--- src/rtl/i2c_gain_master_if.sv ---
// Bus bundle for i2c_gain_master: transaction request/response plus the open-drain pin pair.
interface i2c_gain_master_if #(
  parameter int GAIN_W = 6
);
  logic              ena;
  logic              start;
  logic              rw;
  logic [6:0]        dev_addr;
  logic [7:0]        reg_addr;
  logic [GAIN_W-1:0] wr_data;
  logic [GAIN_W-1:0] rd_data;
  logic              busy;
  logic              done;
  logic              ack_err;
  logic              SCL_in;
  logic              SDA_in;
  logic              SCL_out;
  logic              SDA_out;
  logic              SCL_ena;
  logic              SDA_ena;

  modport master (
    input  ena, start, rw, dev_addr, reg_addr, wr_data, SCL_in, SDA_in,
    output rd_data, busy, done, ack_err, SCL_out, SDA_out, SCL_ena, SDA_ena
  );

  modport slave (
    output ena, start, rw, dev_addr, reg_addr, wr_data, SCL_in, SDA_in,
    input  rd_data, busy, done, ack_err, SCL_out, SDA_out, SCL_ena, SDA_ena
  );
endinterface

--- src/rtl/i2c_gain_master.sv ---
// I2C controller that writes/reads one PID gain register per start request.
// Optional SCL clock stretching is enabled by defining I2C_CLOCK_STRETCH_EN.
module i2c_gain_master #(
  parameter int CLK_DIV = 4,
  parameter int GAIN_W  = 6
) (
  input  logic              clk,
  input  logic              rst_n,
  i2c_gain_master_if.master bus
);
  typedef enum logic [3:0] {
    IDLE, START, ADDR_W, ACK1, REG, ACK2, WDATA, ACK3,
    RSTART, ADDR_R, ACK4, RDATA, MNACK, STOP, DONE
  } state_t;

  localparam logic [7:0] QMAX = 8'(CLK_DIV - 1);

  state_t            state, state_nxt;
  logic [7:0]        qcnt;
  logic [1:0]        quarter;
  logic [2:0]        bit_idx;
  logic              rw_q;
  logic [6:0]        dev_q;
  logic [7:0]        reg_q;
  logic [GAIN_W-1:0] wr_q;
  logic [7:0]        rx, rx_next, tx_byte;
  logic              ack_err_q;
  logic [GAIN_W-1:0] rd_q;
  logic              scl_ena, sda_ena;
  logic              in_txn, capture, stall, bit_end, sample, is_byte, is_ack;

  assign in_txn  = (state != IDLE) && (state != DONE);
  assign capture = bus.ena && bus.start && !in_txn;
`ifdef I2C_CLOCK_STRETCH_EN
  // A target holding SCL low while we release it freezes the bit clock.
  assign stall   = (quarter == 2'd1) && !scl_ena && !bus.SCL_in;
`else
  assign stall   = 1'b0;
`endif
  assign bit_end = bus.ena && in_txn && !stall && (quarter == 2'd3) && (qcnt == QMAX);
  assign sample  = bus.ena && in_txn && (quarter == 2'd2) && (qcnt == 8'd0);
  assign is_byte = state inside {ADDR_W, REG, WDATA, ADDR_R, RDATA};
  assign is_ack  = state inside {ACK1, ACK2, ACK3, ACK4};
  assign rx_next = {rx[6:0], bus.SDA_in};

  always_comb begin
    tx_byte = 8'hFF;
    case (state)
      ADDR_W:  tx_byte = {dev_q, 1'b0};
      REG:     tx_byte = reg_q;
      WDATA:   tx_byte = 8'(wr_q);
      ADDR_R:  tx_byte = {dev_q, 1'b1};
      default: tx_byte = 8'hFF;
    endcase
  end

  always_ff @(posedge clk) begin
    if (!rst_n) begin
      state     <= IDLE;
      qcnt      <= '0;
      quarter   <= '0;
      bit_idx   <= '0;
      rw_q      <= 1'b0;
      dev_q     <= '0;
      reg_q     <= '0;
      wr_q      <= '0;
      rx        <= '0;
      ack_err_q <= 1'b0;
      rd_q      <= '0;
    end else begin
      state <= state_nxt;
      if (capture) begin
        rw_q      <= bus.rw;
        dev_q     <= bus.dev_addr;
        reg_q     <= bus.reg_addr;
        wr_q      <= bus.wr_data;
        ack_err_q <= 1'b0;
        qcnt      <= '0;
        quarter   <= '0;
        bit_idx   <= '0;
      end else if (bus.ena && in_txn && !stall) begin
        qcnt <= (qcnt == QMAX) ? 8'd0 : qcnt + 8'd1;
        if (qcnt == QMAX) quarter <= quarter + 2'd1;
        if (bit_end && is_byte) bit_idx <= bit_idx + 3'd1;
      end
      if (sample && is_ack && bus.SDA_in) ack_err_q <= 1'b1;
      if (sample && state == RDATA) begin
        rx <= rx_next;
        if (bit_idx == 3'd7) rd_q <= rx_next[GAIN_W-1:0];
      end
    end
  end

  always_comb begin
    state_nxt = state;
    scl_ena   = 1'b0;
    sda_ena   = 1'b0;
    case (state)
      IDLE:   if (capture) state_nxt = START;
      DONE:   if (capture) state_nxt = START; else if (bus.ena) state_nxt = IDLE;
      START:  if (bit_end) state_nxt = ADDR_W;
      ADDR_W: if (bit_end && bit_idx == 3'd7) state_nxt = ACK1;
      ACK1:   if (bit_end) state_nxt = ack_err_q ? STOP : REG;
      REG:    if (bit_end && bit_idx == 3'd7) state_nxt = ACK2;
      ACK2:   if (bit_end) state_nxt = ack_err_q ? STOP : (rw_q ? RSTART : WDATA);
      WDATA:  if (bit_end && bit_idx == 3'd7) state_nxt = ACK3;
      ACK3:   if (bit_end) state_nxt = STOP;
      RSTART: if (bit_end) state_nxt = ADDR_R;
      ADDR_R: if (bit_end && bit_idx == 3'd7) state_nxt = ACK4;
      ACK4:   if (bit_end) state_nxt = ack_err_q ? STOP : RDATA;
      RDATA:  if (bit_end && bit_idx == 3'd7) state_nxt = MNACK;
      MNACK:  if (bit_end) state_nxt = STOP;
      STOP:   if (bit_end) state_nxt = DONE;
      default: state_nxt = IDLE;
    endcase

    case (state)
      IDLE, DONE: ;
      STOP: begin
        scl_ena = (quarter == 2'd0);
        sda_ena = (quarter <= 2'd1);
      end
      default: begin
        scl_ena = (quarter == 2'd0) || (quarter == 2'd3);
        // Ack, read-data and master-NACK slots see tx_byte = FF, i.e. SDA released.
        if (state == START || state == RSTART) sda_ena = (quarter >= 2'd2);
        else                                   sda_ena = !tx_byte[~bit_idx];
      end
    endcase
  end

  assign bus.busy    = in_txn;
  assign bus.done    = (state == DONE);
  assign bus.ack_err = ack_err_q;
  assign bus.rd_data = rd_q;
  assign bus.SCL_ena = scl_ena;
  assign bus.SDA_ena = sda_ena;
  assign bus.SCL_out = 1'b0;
  assign bus.SDA_out = 1'b0;
endmodule
--- src/flat_wrapper.sv ---
// flat-port wrapper written by rule: the top's interface ports become plain ports
module i2c_gain_master_flat 
#(
  parameter int CLK_DIV = 4,
  parameter int GAIN_W  = 6
)
  (clk, rst_n, bus_ena, bus_start, bus_rw, bus_dev_addr, bus_reg_addr, bus_wr_data, bus_SCL_in, bus_SDA_in, bus_rd_data, bus_busy, bus_done, bus_ack_err, bus_SCL_out, bus_SDA_out, bus_SCL_ena, bus_SDA_ena);
  i2c_gain_master_if #(.GAIN_W(GAIN_W)) bus_i ();
  input  logic clk;
  input  logic rst_n;
  input wire logic [$bits(bus_i.ena)-1:0] bus_ena;
  input wire logic [$bits(bus_i.start)-1:0] bus_start;
  input wire logic [$bits(bus_i.rw)-1:0] bus_rw;
  input wire logic [$bits(bus_i.dev_addr)-1:0] bus_dev_addr;
  input wire logic [$bits(bus_i.reg_addr)-1:0] bus_reg_addr;
  input wire logic [$bits(bus_i.wr_data)-1:0] bus_wr_data;
  input wire logic [$bits(bus_i.SCL_in)-1:0] bus_SCL_in;
  input wire logic [$bits(bus_i.SDA_in)-1:0] bus_SDA_in;
  output wire logic [$bits(bus_i.rd_data)-1:0] bus_rd_data;
  output wire logic [$bits(bus_i.busy)-1:0] bus_busy;
  output wire logic [$bits(bus_i.done)-1:0] bus_done;
  output wire logic [$bits(bus_i.ack_err)-1:0] bus_ack_err;
  output wire logic [$bits(bus_i.SCL_out)-1:0] bus_SCL_out;
  output wire logic [$bits(bus_i.SDA_out)-1:0] bus_SDA_out;
  output wire logic [$bits(bus_i.SCL_ena)-1:0] bus_SCL_ena;
  output wire logic [$bits(bus_i.SDA_ena)-1:0] bus_SDA_ena;
  assign bus_i.ena = bus_ena;
  assign bus_i.start = bus_start;
  assign bus_i.rw = bus_rw;
  assign bus_i.dev_addr = bus_dev_addr;
  assign bus_i.reg_addr = bus_reg_addr;
  assign bus_i.wr_data = bus_wr_data;
  assign bus_i.SCL_in = bus_SCL_in;
  assign bus_i.SDA_in = bus_SDA_in;
  assign bus_rd_data = bus_i.rd_data;
  assign bus_busy = bus_i.busy;
  assign bus_done = bus_i.done;
  assign bus_ack_err = bus_i.ack_err;
  assign bus_SCL_out = bus_i.SCL_out;
  assign bus_SDA_out = bus_i.SDA_out;
  assign bus_SCL_ena = bus_i.SCL_ena;
  assign bus_SDA_ena = bus_i.SDA_ena;
  i2c_gain_master #(.CLK_DIV(CLK_DIV), .GAIN_W(GAIN_W)) u_core (.clk(clk), .rst_n(rst_n), .bus(bus_i));
endmodule
--- config.mk ---
export PLATFORM = sky130hd
export DESIGN_NAME = i2c_gain_master_flat
export DESIGN_NICKNAME = d
export VERILOG_FILES = /design/src/rtl/i2c_gain_master_if.sv /design/src/rtl/i2c_gain_master.sv /design/src/flat_wrapper.sv
export SDC_FILE = /design/constraint.sdc
export NUM_CORES = 1
export LEC_CHECK = 0
export CAP_MARGIN = 25
export CORE_AREA = 3 3 79 81
export DETAILED_ROUTE_END_ITERATION = 8
export DIE_AREA = 0 0 82 84
export GPL_TIMING_DRIVEN = 0
export PLACE_DENSITY = 0.72
export SLEW_MARGIN = 20
export SYNTH_ARGS = -nofsm -noshare
export SYNTH_HDL_FRONTEND = slang
export SYNTH_SLANG_ARGS = --single-unit
--- constraint.sdc ---
create_clock -name clk -period 2.6 [get_ports clk]
set_input_delay 0.65 -clock clk [delete_from_list [all_inputs] [get_ports clk]]
set_output_delay 0.65 -clock clk [all_outputs]
set_load 0.02 [all_outputs]
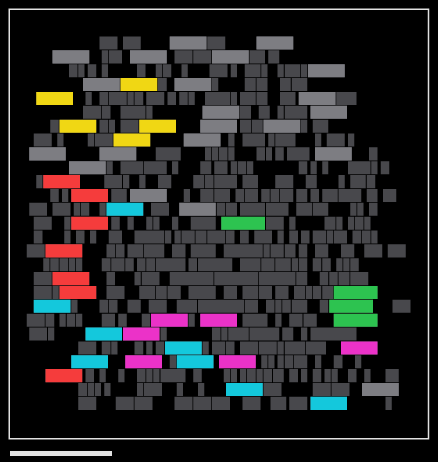
Figure 1: run 1, sequential cells coloured by netlist name.
Bar = 20 um. Other sequential cells in the stronger grey, the rest of the logic in the fainter grey.
| netlist name | colour | placed flops |
|---|---|---|
| u_core.dev_q | red | 7 |
| u_core.rx | yellow | 5 |
| u_core.state | green | 4 |
| u_core.wr_q | magenta | 6 |
| u_core.reg_q | cyan | 8 |
sequential cell power: 0.894 mW
Sequential Area: 0.00104 mm^2
register fraction of the total cell area: 0.294

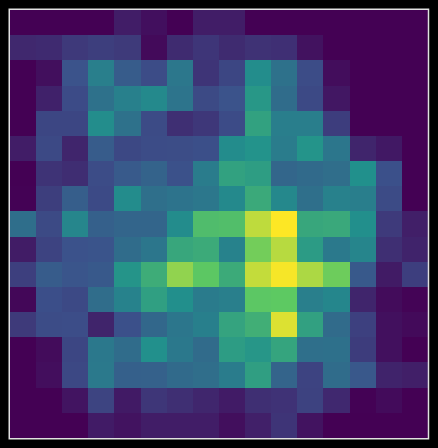
Figure 2: run 1, signal metal coverage by tile.
The die is cut into 16 by 17 equal tiles; dark purple is low, yellow is high, scaled to the fullest tile. Values are wire area over tile area, all layers added.
fullest tile: 0.61
tiles over half the peak: 14%
emptiest ninth of the die: north-east
routed wire length: 6940 um
routed wirelength normalized by instance count: 14.6 um

==> flow_summary.html, run 1 <==
<h2>Synthesis and place &amp; route</h2>
<table>
<tr><th>Metric</th><th>Value</th></tr>
<tr><th colspan="2">Run status</th></tr>
<tr><td>Result of the run</td><td>finished with violations</td></tr>
<tr><td>Violated checks</td><td>negative setup slack</td></tr>
<tr><th colspan="2">STA</th></tr>
<tr><td>Count of endpoints failing setup in the final report</td><td>1</td></tr>
<tr><td>Period utilization</td><td>1.08</td></tr>
<tr><td>Post-Route Skew</td><td>0.00340 ns</td></tr>
<tr><td>Post-layout worst setup margin</td><td>-0.215 ns</td></tr>
<tr><th colspan="2">Critical path</th></tr>
<tr><td>Highest net fanout along the worst path</td><td>6</td></tr>
<tr><td>Nature of the critical path endpoint</td><td>primary output</td></tr>
<tr><th colspan="2">Route</th></tr>
<tr><td>Detail Route Antenna Nets</td><td>0</td></tr>
<tr><td>Post-route DRC</td><td>0</td></tr>
<tr><td>Detailed Route Iter0 Violations</td><td>201</td></tr>
<tr><td>Number of vias per cell after detailed routing</td><td>5.50</td></tr>
<tr><td>Via count of the routed design</td><td>2,605</td></tr>
<tr><th colspan="2">Clock tree</th></tr>
<tr><td>Hold_buf cts</td><td>0</td></tr>
<tr><td>Buffer type at the clock tree root</td><td>sky130_fd_sc_hd__clkbuf_8</td></tr>
<tr><td>CTS tree</td><td>built</td></tr>
<tr><td>CTS Buf Count</td><td>5</td></tr>
<tr><th colspan="2">Placed design</th></tr>
<tr><td>Place WS</td><td>-0.674 ns</td></tr>
<tr><td>DP HPWL</td><td>4950 um</td></tr>
<tr><th colspan="2">Power and ir drop</th></tr>
<tr><td>Design Power</td><td>2.27 mW</td></tr>
<tr><td>Peak supply drop</td><td>0.330 mV</td></tr>
<tr><th colspan="2">Yosys</th></tr>
<tr><td>Number of storage elements in the synthesis netlist</td><td>51</td></tr>
<tr><td>Cell count after synthesis</td><td>346</td></tr>
<tr><td>Chip area in the Yosys report</td><td>0.00274 mm^2</td></tr>
<tr><td>Post-synthesis adder-cell area fraction</td><td>0.0401</td></tr>
<tr><td>Share of synthesized area occupied by flip-flops and latches</td><td>0.372</td></tr>
<tr><td>Leading post-synthesis cells by instance count</td><td>sky130_fd_sc_hd__nand2_1 (63), sky130_fd_sc_hd__dfxtp_1 (51), sky130_fd_sc_hd__a21oi_1 (41)</td></tr>
<tr><td>Yosys xor share</td><td>0.0255</td></tr>
<tr><td>Cell count in the Yosys report</td><td>346</td></tr>
<tr><td>Main logic family after synthesis</td><td>simple AND/OR/NAND/NOR gates</td></tr>
<tr><td>Mux frac, synth</td><td>0.0456</td></tr>
<tr><td>Avg Cell Area, Syn</td><td>7.93 um^2</td></tr>
<tr><td>Synth area leaders</td><td>sky130_fd_sc_hd__dfxtp_1 (37%), sky130_fd_sc_hd__nand2_1 (8.6%), sky130_fd_sc_hd__a21oi_1 (7.5%)</td></tr>
<tr><td>Share of flip-flops with an asynchronous set or reset</td><td>0</td></tr>
<tr><td>Post-synth tally of flip-flops with integrated enable</td><td>0</td></tr>
<tr><td>Most common flop cell mapped by yosys</td><td>sky130_fd_sc_hd__dfxtp_1</td></tr>
<tr><td>AO/OA Area Share</td><td>0.188</td></tr>
<tr><td>Cell accounting for the most synthesized area</td><td>sky130_fd_sc_hd__dfxtp_1</td></tr>
<tr><td>Yosys top cell area share</td><td>0.372</td></tr>
<tr><th colspan="2">Global routing</th></tr>
<tr><td>Aggregate global routing overflow</td><td>0</td></tr>
<tr><td>Overall Global Routing Usage</td><td>0.213</td></tr>
<tr><td>Pin count of the biggest net entering global routing</td><td>16</td></tr>
<tr><td>Via count of the first global-routing pass</td><td>2,504</td></tr>
<tr><th colspan="2">Die</th></tr>
<tr><td>Row Count</td><td>27</td></tr>
<tr><td>Effective utilization at floorplan</td><td>0.495</td></tr>
<tr><td>Floorplan die height</td><td>84 um</td></tr>
<tr><td>Placeable core region</td><td>0.00554 mm^2</td></tr>
<tr><td>Chip area</td><td>0.00689 mm^2</td></tr>
<tr><th colspan="2">Finish</th></tr>
<tr><td>Fraction of layout cells with a size suffix above 1</td><td>0.159</td></tr>
</table>
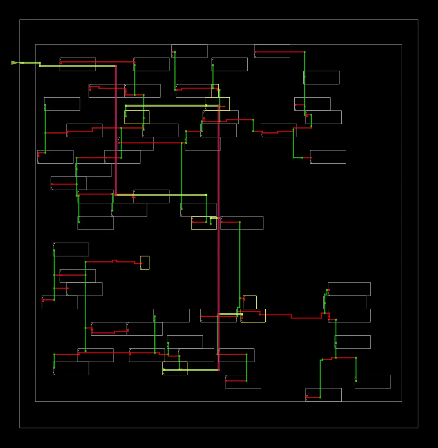
Figure 3: run 1, clock routing.
TritonCTS sink count: 51
tally of clock buffers in the finished layout: 6

run 1: per-stage QoR:
| stage | cells | cell area (um^2) | utilization |
|---|---|---|---|
| after CTS | 471 | 3480 | 0.628 |
| after floorplan | 347 | 2760 | - |
| final | 474 | 3520 | 0.636 |
| after global placement | 456 | 3220 | 0.581 |
| after global routing | 474 | 3520 | 0.636 |
| after detailed placement | 456 | 3220 | 0.581 |
run 1: placed cells by master (no fill, tap or decap), drive strengths merged, types with 9 or more instances in the layout:
master and n:
inv 9, buf 24, nor2 29, a21oi 41, clkbuf 18, dfxtp 51
clkdlybuf4s50 34, nand3 11, nand2 63, o21ai 17
run 1: report_power, final:
group,leakage (nW),internal (mW),total (mW),switching (mW)
Combinational,0.844,0.418,0.922,0.503
Clock,0.0412,0.189,0.452,0.264
Sequential,0.416,0.843,0.894,0.0508
run 1: worst max-delay path, cell delays in order, from the launching register on:
cell and delay (ns):
sky130_fd_sc_hd__dfxtp_4 0.37, sky130_fd_sc_hd__buf_12 0.14, sky130_fd_sc_hd__nor4b_4 0.39, sky130_fd_sc_hd__o21ai_1 0.13, sky130_fd_sc_hd__a221o_1 0.37, sky130_fd_sc_hd__a32oi_2 0.19, sky130_fd_sc_hd__o41ai_2 0.11, sky130_fd_sc_hd__buf_2 0.17
run 1: sequential cells by signal, indices dropped and copies added (netlist names):
| register | flops |
|---|---|
| u_core.qcnt | 8 |
| u_core.reg_q | 8 |
| u_core.state | 4 |
| u_core.rx | 5 |
| u_core.dev_q | 7 |
| u_core.bus.ack_err | 1 |
| u_core.wr_q | 6 |
| u_core.quarter | 2 |
| u_core.rw_q | 1 |
| u_core.bus.rd_data | 6 |
| u_core.bit_idx | 3 |
run 1: cells by family after synthesis:
logic type	Yosys count
simple gates	145
compound gates	86
flops	51
buf+inv	34
mux	12
fa+ha+maj	9
xor+xnor	8
other cells	1
run 1: area by class of cell:
class                           count  area [um^2]
Buffer                             24          194
Clock buffer                        6         72.6
Clock inverter                      2         12.5
Fill cell                         495         2020
Inverter                           10         37.5
Multi-Input combinational cell    262         1640
Sequential cell                    51         1040
Tap cell                           72         90.1
Timing Repair Buffer               47          443
run 1: final timing paths:
kind / startpoint / end / slack [ns] / cells after the start
worst max-delay path: u_core.state[0] / bus_SDA_ena / -0.22 / 7
worst min-delay path: u_core.bus.rd_data[5] / u_core.bus.rd_data[5] / 0.46 / 2
worst max register to register: u_core.state[1] / u_core.wr_q[2] / 0.44 / 8
worst min register to register: u_core.bus.rd_data[5] / u_core.bus.rd_data[5] / 0.46 / 2
run 1: metal layers:
layer / up-vias / track usage / part of all wire
li1: 1321 / - / -
met1: 1208 / 0.291 / 0.47
met2: 66 / 0.328 / 0.47
met3: 10 / 0.0421 / 0.050
met4: 0 / 0.0755 / 0.016
met5: - / 0 / 0
run 1: repair_timing:
item | in CTS | in global routing
gates resized | 42 | 14
setup endpoints to repair | 3 | 2
setup buffers | 6 | 3
gates cloned | 1 | 0
pin swaps | 9 | 8
==> run 2: changes to the inputs <==
--- a/config.mk
+++ b/config.mk
@@ -10,6 +10,7 @@
 export DETAILED_ROUTE_END_ITERATION = 8
 export DIE_AREA = 0 0 82 84
 export GPL_TIMING_DRIVEN = 0
+export HOLD_SLACK_MARGIN = 0.12
 export PLACE_DENSITY = 0.72
 export SLEW_MARGIN = 20
 export SYNTH_ARGS = -nofsm -noshare
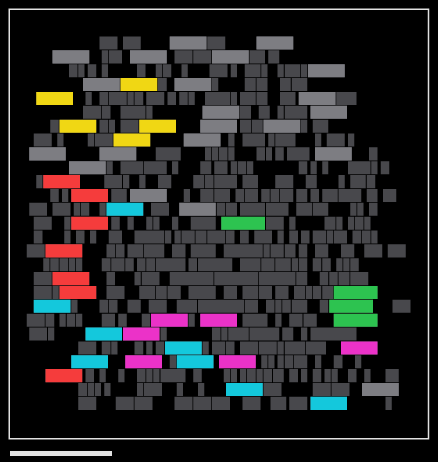
Figure 4: run 2, sequential cells coloured by netlist name.
Bar = 20 um. Other sequential cells in the stronger grey, the rest of the logic in the fainter grey.
| netlist name | colour | placed flops |
|---|---|---|
| u_core.state | green | 4 |
| u_core.dev_q | red | 7 |
| u_core.wr_q | magenta | 6 |
| u_core.reg_q | cyan | 8 |
| u_core.rx | yellow | 5 |
Core Util, Final: 0.636

==> run 2 against run 1 <==
  * The run still ends with negative setup slack left
  * Combinational power about the same
  * Synthesized area unchanged
  * Clock power about the same
  * Highest routed layer unchanged
  * First-iteration DRC count unchanged
  * Global-route usage unchanged
  * Design area unchanged
  * Largest cell class unchanged
  * Clock skew unchanged
==> flow_summary.html, run 2 <==
<h2>Synthesis and place &amp; route</h2>
<table>
<tr><th>Metric</th><th>Value</th></tr>
<tr><th colspan="2">Run status</th></tr>
<tr><td>Result of the run</td><td>finished with violations</td></tr>
<tr><td>Violated checks</td><td>negative setup slack</td></tr>
<tr><th colspan="2">Finish</th></tr>
<tr><td>Post-layout instance count excluding filler cells</td><td>474 (unchanged)</td></tr>
<tr><td>FILL cells</td><td>495 (unchanged)</td></tr>
<tr><td>Fraction of layout cells with a size suffix above 1</td><td>0.159 (unchanged)</td></tr>
<tr><th colspan="2">Clock tree</th></tr>
<tr><td>TritonCTS sink count</td><td>51 (unchanged)</td></tr>
<tr><td>CTS tree</td><td>built</td></tr>
<tr><th colspan="2">Route</th></tr>
<tr><td>Number of vias per cell after detailed routing</td><td>5.50 (unchanged)</td></tr>
<tr><td>Routed wirelength normalized by instance count</td><td>14.6 um (unchanged)</td></tr>
<tr><td>Routed wire length</td><td>6940 um (unchanged)</td></tr>
<tr><th colspan="2">Yosys</th></tr>
<tr><td>Avg Cell Area, Syn</td><td>7.93 um^2 (unchanged)</td></tr>
<tr><td>Cell count after synthesis</td><td>346 (unchanged)</td></tr>
<tr><td>Chip area in the Yosys report</td><td>0.00274 mm^2 (unchanged)</td></tr>
<tr><td>Post-synth tally of flip-flops with integrated enable</td><td>0 (unchanged)</td></tr>
<tr><td>Share of synthesized area occupied by flip-flops and latches</td><td>0.372 (unchanged)</td></tr>
<tr><td>Yosys top cell area share</td><td>0.372 (unchanged)</td></tr>
<tr><td>Cell accounting for the most synthesized area</td><td>sky130_fd_sc_hd__dfxtp_1</td></tr>
<tr><th colspan="2">Placed design</th></tr>
<tr><td>DP HPWL</td><td>4950 um (unchanged)</td></tr>
<tr><td>Total instance count after detailed placement</td><td>456 (unchanged)</td></tr>
<tr><th colspan="2">Critical path</th></tr>
<tr><td>Critical Path Max Stage Delay</td><td>0.39 ns (about the same)</td></tr>
<tr><th colspan="2">STA</th></tr>
<tr><td>Count of endpoints failing setup in the final report</td><td>1 (unchanged)</td></tr>
<tr><td>Post-layout worst setup margin</td><td>-0.215 ns (unchanged)</td></tr>
</table>
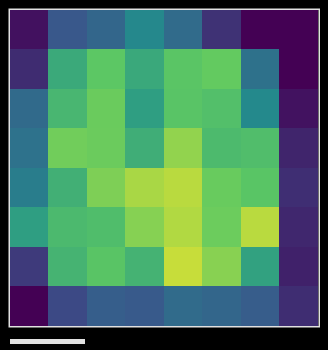
Figure 5: run 2, cell density map.
Bar = 20 um. The die is cut into 8 by 8 equal tiles; dark purple is low, yellow is high, 0 to 100% covered.
nearly empty tiles: 6.2%
mean over tiles: 50%
fullest tile: 92%
emptiest ninth of the die: north-east
effective utilization at floorplan: 0.495
placeable core region: 0.00554 mm^2

run 2: cell counts after synthesis:
No cell type changed its count.
run 2: final timing paths:
check / slack (ns) / end / cells past startpoint / startpoint
setup / recovery: -0.22 / bus_SDA_ena / 7 / u_core.state[0]
setup reg to reg: 0.44 / u_core.wr_q[2] / 8 / u_core.state[1]
hold reg to reg: 0.46 / u_core.bus.rd_data[5] / 2 / u_core.bus.rd_data[5]
hold / removal: 0.46 / u_core.bus.rd_data[5] / 2 / u_core.bus.rd_data[5]
run 2: cell type report:
cell class | count | area share
tap | 72 | 0.0256
buffer | 24 | 0.0550
clock buffer | 6 | 0.0206
inverter | 10 | 0.0107
clock inverter | 2 | 0.00355
multi-input combinational | 262 | 0.465
timing repair buffer | 47 | 0.126
sequential | 51 | 0.294
run 2: kinds of logic (layout without fill, tap and decap cells):
kind of cell,Yosys count,after routing,synth area share
adders and majority gates,9,9,0.0401
and+or+nand+nor,145,145,0.265
other,1,2,0.00137
AOI/OAI and AO/OA,86,86,0.188
muxes,12,12,0.0456
xor gates and xnor gates,8,8,0.0255
DFF,51,51,0.372
buffers and inverters,34,89,0.0620
run 2: routing by layer:
metal / up-vias / GRT usage / wire [um]
met3: 10 / 0.0421 / 345
met1: 1208 / 0.291 / 3240
met4: 0 / 0.0755 / 111
li1: 1321 / - / -
met5: - / 0 / 0
met2: 66 / 0.328 / 3240
run 2: critical path, delay by kind of cell, from the launching register on:
kind	cells	cell delay, ns
flops	1	0.37
buf+inv	2	0.31
simple gates	1	0.39
compound gates	4	0.80
run 2: timing repair:
item | 4_1_cts | 5_1_grt
gates cloned | 1 | 0
endpoints found under the setup margin | 3 | 2
pin swaps | 9 | 8
buffers inserted | 6 | 3
gates resized | 42 | 14
endpoints found under the hold margin | 0 | 0
run 2: where the power goes:
| part | switching, mW | total [mW] | leakage [nW] | internal (mW) |
|---|---|---|---|---|
| combinational | 0.503 | 0.922 | 0.844 | 0.418 |
| sequential | 0.0508 | 0.894 | 0.416 | 0.843 |
| clock | 0.264 | 0.452 | 0.0412 | 0.189 |
| total | 0.818 | 2.27 | 1.30 | 1.45 |
run 2: stage by stage:
stage          total power, mW  area (um^2)  hold WS [ns]
2_1_floorplan             1.41         2760         0.431
3_3_place_gp              1.63         3220         0.442
3_5_place_dp              1.64         3220         0.446
4_1_cts                   2.18         3480         0.460
5_1_grt                   2.40         3520         0.479
6_report                  2.27         3520         0.455
Figure 6. Signal wires by layer (run 2).
Two of the layers only.
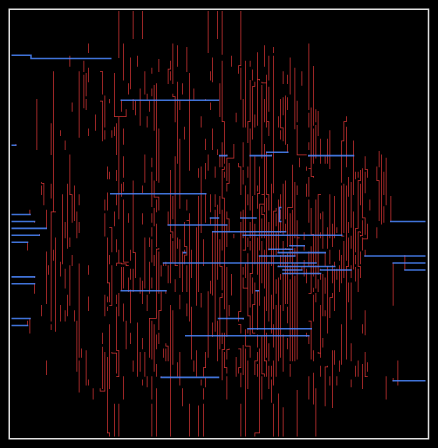

==> run 3: changes to the inputs <==
--- a/config.mk
+++ b/config.mk
@@ -5,14 +5,15 @@
 export SDC_FILE = /design/constraint.sdc
 export NUM_CORES = 1
 export LEC_CHECK = 0
+export ABC_AREA = 1
 export CAP_MARGIN = 25
-export CORE_AREA = 3 3 79 81
+export CORE_AREA = 3 3 77 79
 export DETAILED_ROUTE_END_ITERATION = 8
-export DIE_AREA = 0 0 82 84
+export DIE_AREA = 0 0 80 82
 export GPL_TIMING_DRIVEN = 0
 export HOLD_SLACK_MARGIN = 0.12
-export PLACE_DENSITY = 0.72
-export SLEW_MARGIN = 20
+export PLACE_DENSITY = 0.73
+export SLEW_MARGIN = 15
 export SYNTH_ARGS = -nofsm -noshare
 export SYNTH_HDL_FRONTEND = slang
 export SYNTH_SLANG_ARGS = --single-unit
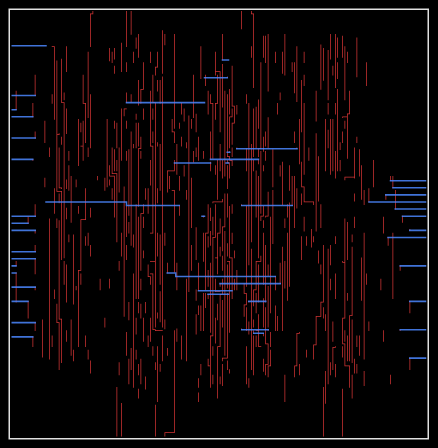
Figure 7: run 3, signal wires by layer.
Two of the layers only.
| layer | colour | wire length |
|---|---|---|
| M2 | red | 2,830 um |
| M3 | blue | 266 um |
routed wirelength normalized by instance count: 11.5 um
via count of the routed design: 2,496
routed wire length: 5850 um
Overall Global Routing Usage: 0.192

==> run 3 against run 2 <==
  * The flow now finishes without violations
  * Critical path depth rose by 1
  * Final cell count is 7.0% higher
  * Synthesized cell count increased by 12%
  * Non-clock buffer count down 21
  * Sequential power increased by 8.8%
==> flow_summary.html, run 3 <==
<h2>Synthesis and place &amp; route</h2>
<table>
<tr><th>Metric</th><th>Value</th></tr>
<tr><th colspan="2">Yosys</th></tr>
<tr><td>Cell accounting for the most synthesized area</td><td>sky130_fd_sc_hd__dfxtp_1</td></tr>
<tr><td>Share of synthesized area occupied by flip-flops and latches</td><td>0.389 (+0.0167)</td></tr>
<tr><td>Chip area in the Yosys report</td><td>0.00263 mm^2 (-4.3%)</td></tr>
<tr><td>Cell count after synthesis</td><td>388 (+12%)</td></tr>
<tr><td>Yosys top cell area share</td><td>0.389 (+0.0167)</td></tr>
<tr><td>Avg Cell Area, Syn</td><td>6.77 um^2 (-15%)</td></tr>
<tr><td>Cell count in the Yosys report</td><td>388</td></tr>
<tr><td>Post-synth tally of flip-flops with integrated enable</td><td>0 (unchanged)</td></tr>
<tr><td>Most numerous cell in the Yosys netlist</td><td>sky130_fd_sc_hd__nor2_1</td></tr>
<tr><th colspan="2">Placed design</th></tr>
<tr><td>Total instance count after detailed placement</td><td>497 (+9.0%)</td></tr>
<tr><td>DP HPWL</td><td>4600 um (-7.2%)</td></tr>
<tr><td>Cell Area, Placed</td><td>0.00308 mm^2 (-4.3%)</td></tr>
<tr><th colspan="2">Finish</th></tr>
<tr><td>Core Util, Final</td><td>0.595 (-0.0406)</td></tr>
<tr><td>Fraction of layout cells with a size suffix above 1</td><td>0.0966 (-0.0627)</td></tr>
<tr><td>FILL cells</td><td>534 (+7.9%)</td></tr>
<tr><td>Post-route cell area</td><td>0.00322 mm^2 (-8.7%)</td></tr>
<tr><th colspan="2">Run status</th></tr>
<tr><td>Result of the run</td><td>complete, no violations</td></tr>
<tr><th colspan="2">Route</th></tr>
<tr><td>Number of vias per cell after detailed routing</td><td>4.92 (-10%)</td></tr>
<tr><th colspan="2">Critical path</th></tr>
<tr><td>Critical path startpoint category</td><td>register</td></tr>
<tr><th colspan="2">Die</th></tr>
<tr><td>Width of the die</td><td>80 um</td></tr>
<tr><td>Placeable core region</td><td>0.00541 mm^2 (-2.4%)</td></tr>
<tr><td>Effective utilization at floorplan</td><td>0.486 (-0.00938)</td></tr>
<tr><th colspan="2">Clock tree</th></tr>
<tr><td>TritonCTS sink count</td><td>51 (unchanged)</td></tr>
<tr><td>CTS tree</td><td>built</td></tr>
<tr><td>Clock Tree Buf Depth</td><td>2</td></tr>
<tr><th colspan="2">STA</th></tr>
<tr><td>Post-layout worst setup margin</td><td>0.0519 ns (+0.267 ns)</td></tr>
<tr><td>Count of endpoints failing setup in the final report</td><td>0 (-1)</td></tr>
<tr><td>Count of pins over their slew limit</td><td>0</td></tr>
<tr><th colspan="2">Global routing</th></tr>
<tr><td>Global-route layer with the greatest usage</td><td>met2</td></tr>
<tr><td>Met1 routing resource usage after global routing</td><td>0.226 (-0.0646)</td></tr>
<tr><td>M3 GR Usage</td><td>0.0362 (-0.00593)</td></tr>
</table>
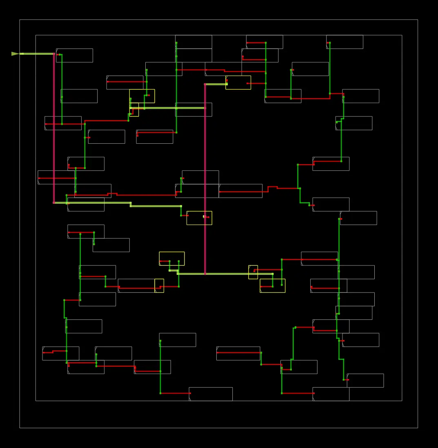
Figure 8: run 3, clock routing.
Seq Cell Count: 51
tally of clock buffers in the finished layout: 5

-- run 3: area by class of cell --
class                      count  area (um^2)  area share
multi-input combinational    280         1400       0.434
sequential                    51         1040       0.322
timing repair buffer          38          370       0.115
inverter                      46          173      0.0537
tap                           72         90.1      0.0280
clock buffer                   5         68.8      0.0214
buffer                        12         68.8      0.0214
clock inverter                 3         15.0     0.00467
-- run 3: per-layer routing --
metal,wire (um),vias up
met5,0,-
met4,110,0
met3,266,10
met2,2830,58
met1,2640,1089
li1,-,1339
-- run 3: path summary, 6_finish.rpt --
path | start | end | slack (ns) | cells past startpoint
min | u_core.bus.rd_data[5] | u_core.bus.rd_data[5] | 0.44 | 2
max reg2reg | u_core.state[1] | u_core.qcnt[0] | 0.57 | 11
max | u_core.state[1] | bus_SCL_ena | 0.05 | 8
min reg2reg | u_core.bus.rd_data[5] | u_core.bus.rd_data[5] | 0.44 | 2
-- run 3: power breakdown --
| group | switching, mW | total [mW] | internal (mW) |
|---|---|---|---|
| combinational | 0.568 | 0.889 | 0.321 |
| clock | 0.265 | 0.450 | 0.185 |
| sequential | 0.0870 | 0.973 | 0.886 |
| total | 0.920 | 2.31 | 1.39 |
-- run 3: logic make-up after synthesis --
logic type	share of synthesized area
fa+ha+maj	0.0381
simple gates	0.313
xor+xnor	0.0133
flops	0.389
other cells	0.00143
buf+inv	0.0920
compound gates	0.153
-- run 3: critical path, stage by stage, from the launching register on --
cell	delay [ns]
sky130_fd_sc_hd__dfxtp_4	0.39
sky130_fd_sc_hd__inv_1	0.13
sky130_fd_sc_hd__nor2_4	0.06
sky130_fd_sc_hd__buf_4	0.14
sky130_fd_sc_hd__buf_4	0.13
sky130_fd_sc_hd__nand2_2	0.11
sky130_fd_sc_hd__nand2_1	0.12
sky130_fd_sc_hd__o31ai_1	0.28
sky130_fd_sc_hd__clkbuf_2	0.23
-- run 3: repair_timing --
action / 4_1_cts / 5_1_grt
pin swaps: 1 / 1
setup endpoints to repair: 3 / 2
hold endpoints to repair: 0 / 0
resized: 17 / 10
buffers inserted: 0 / 2
Power is estimated from default activity; no workload was simulated.
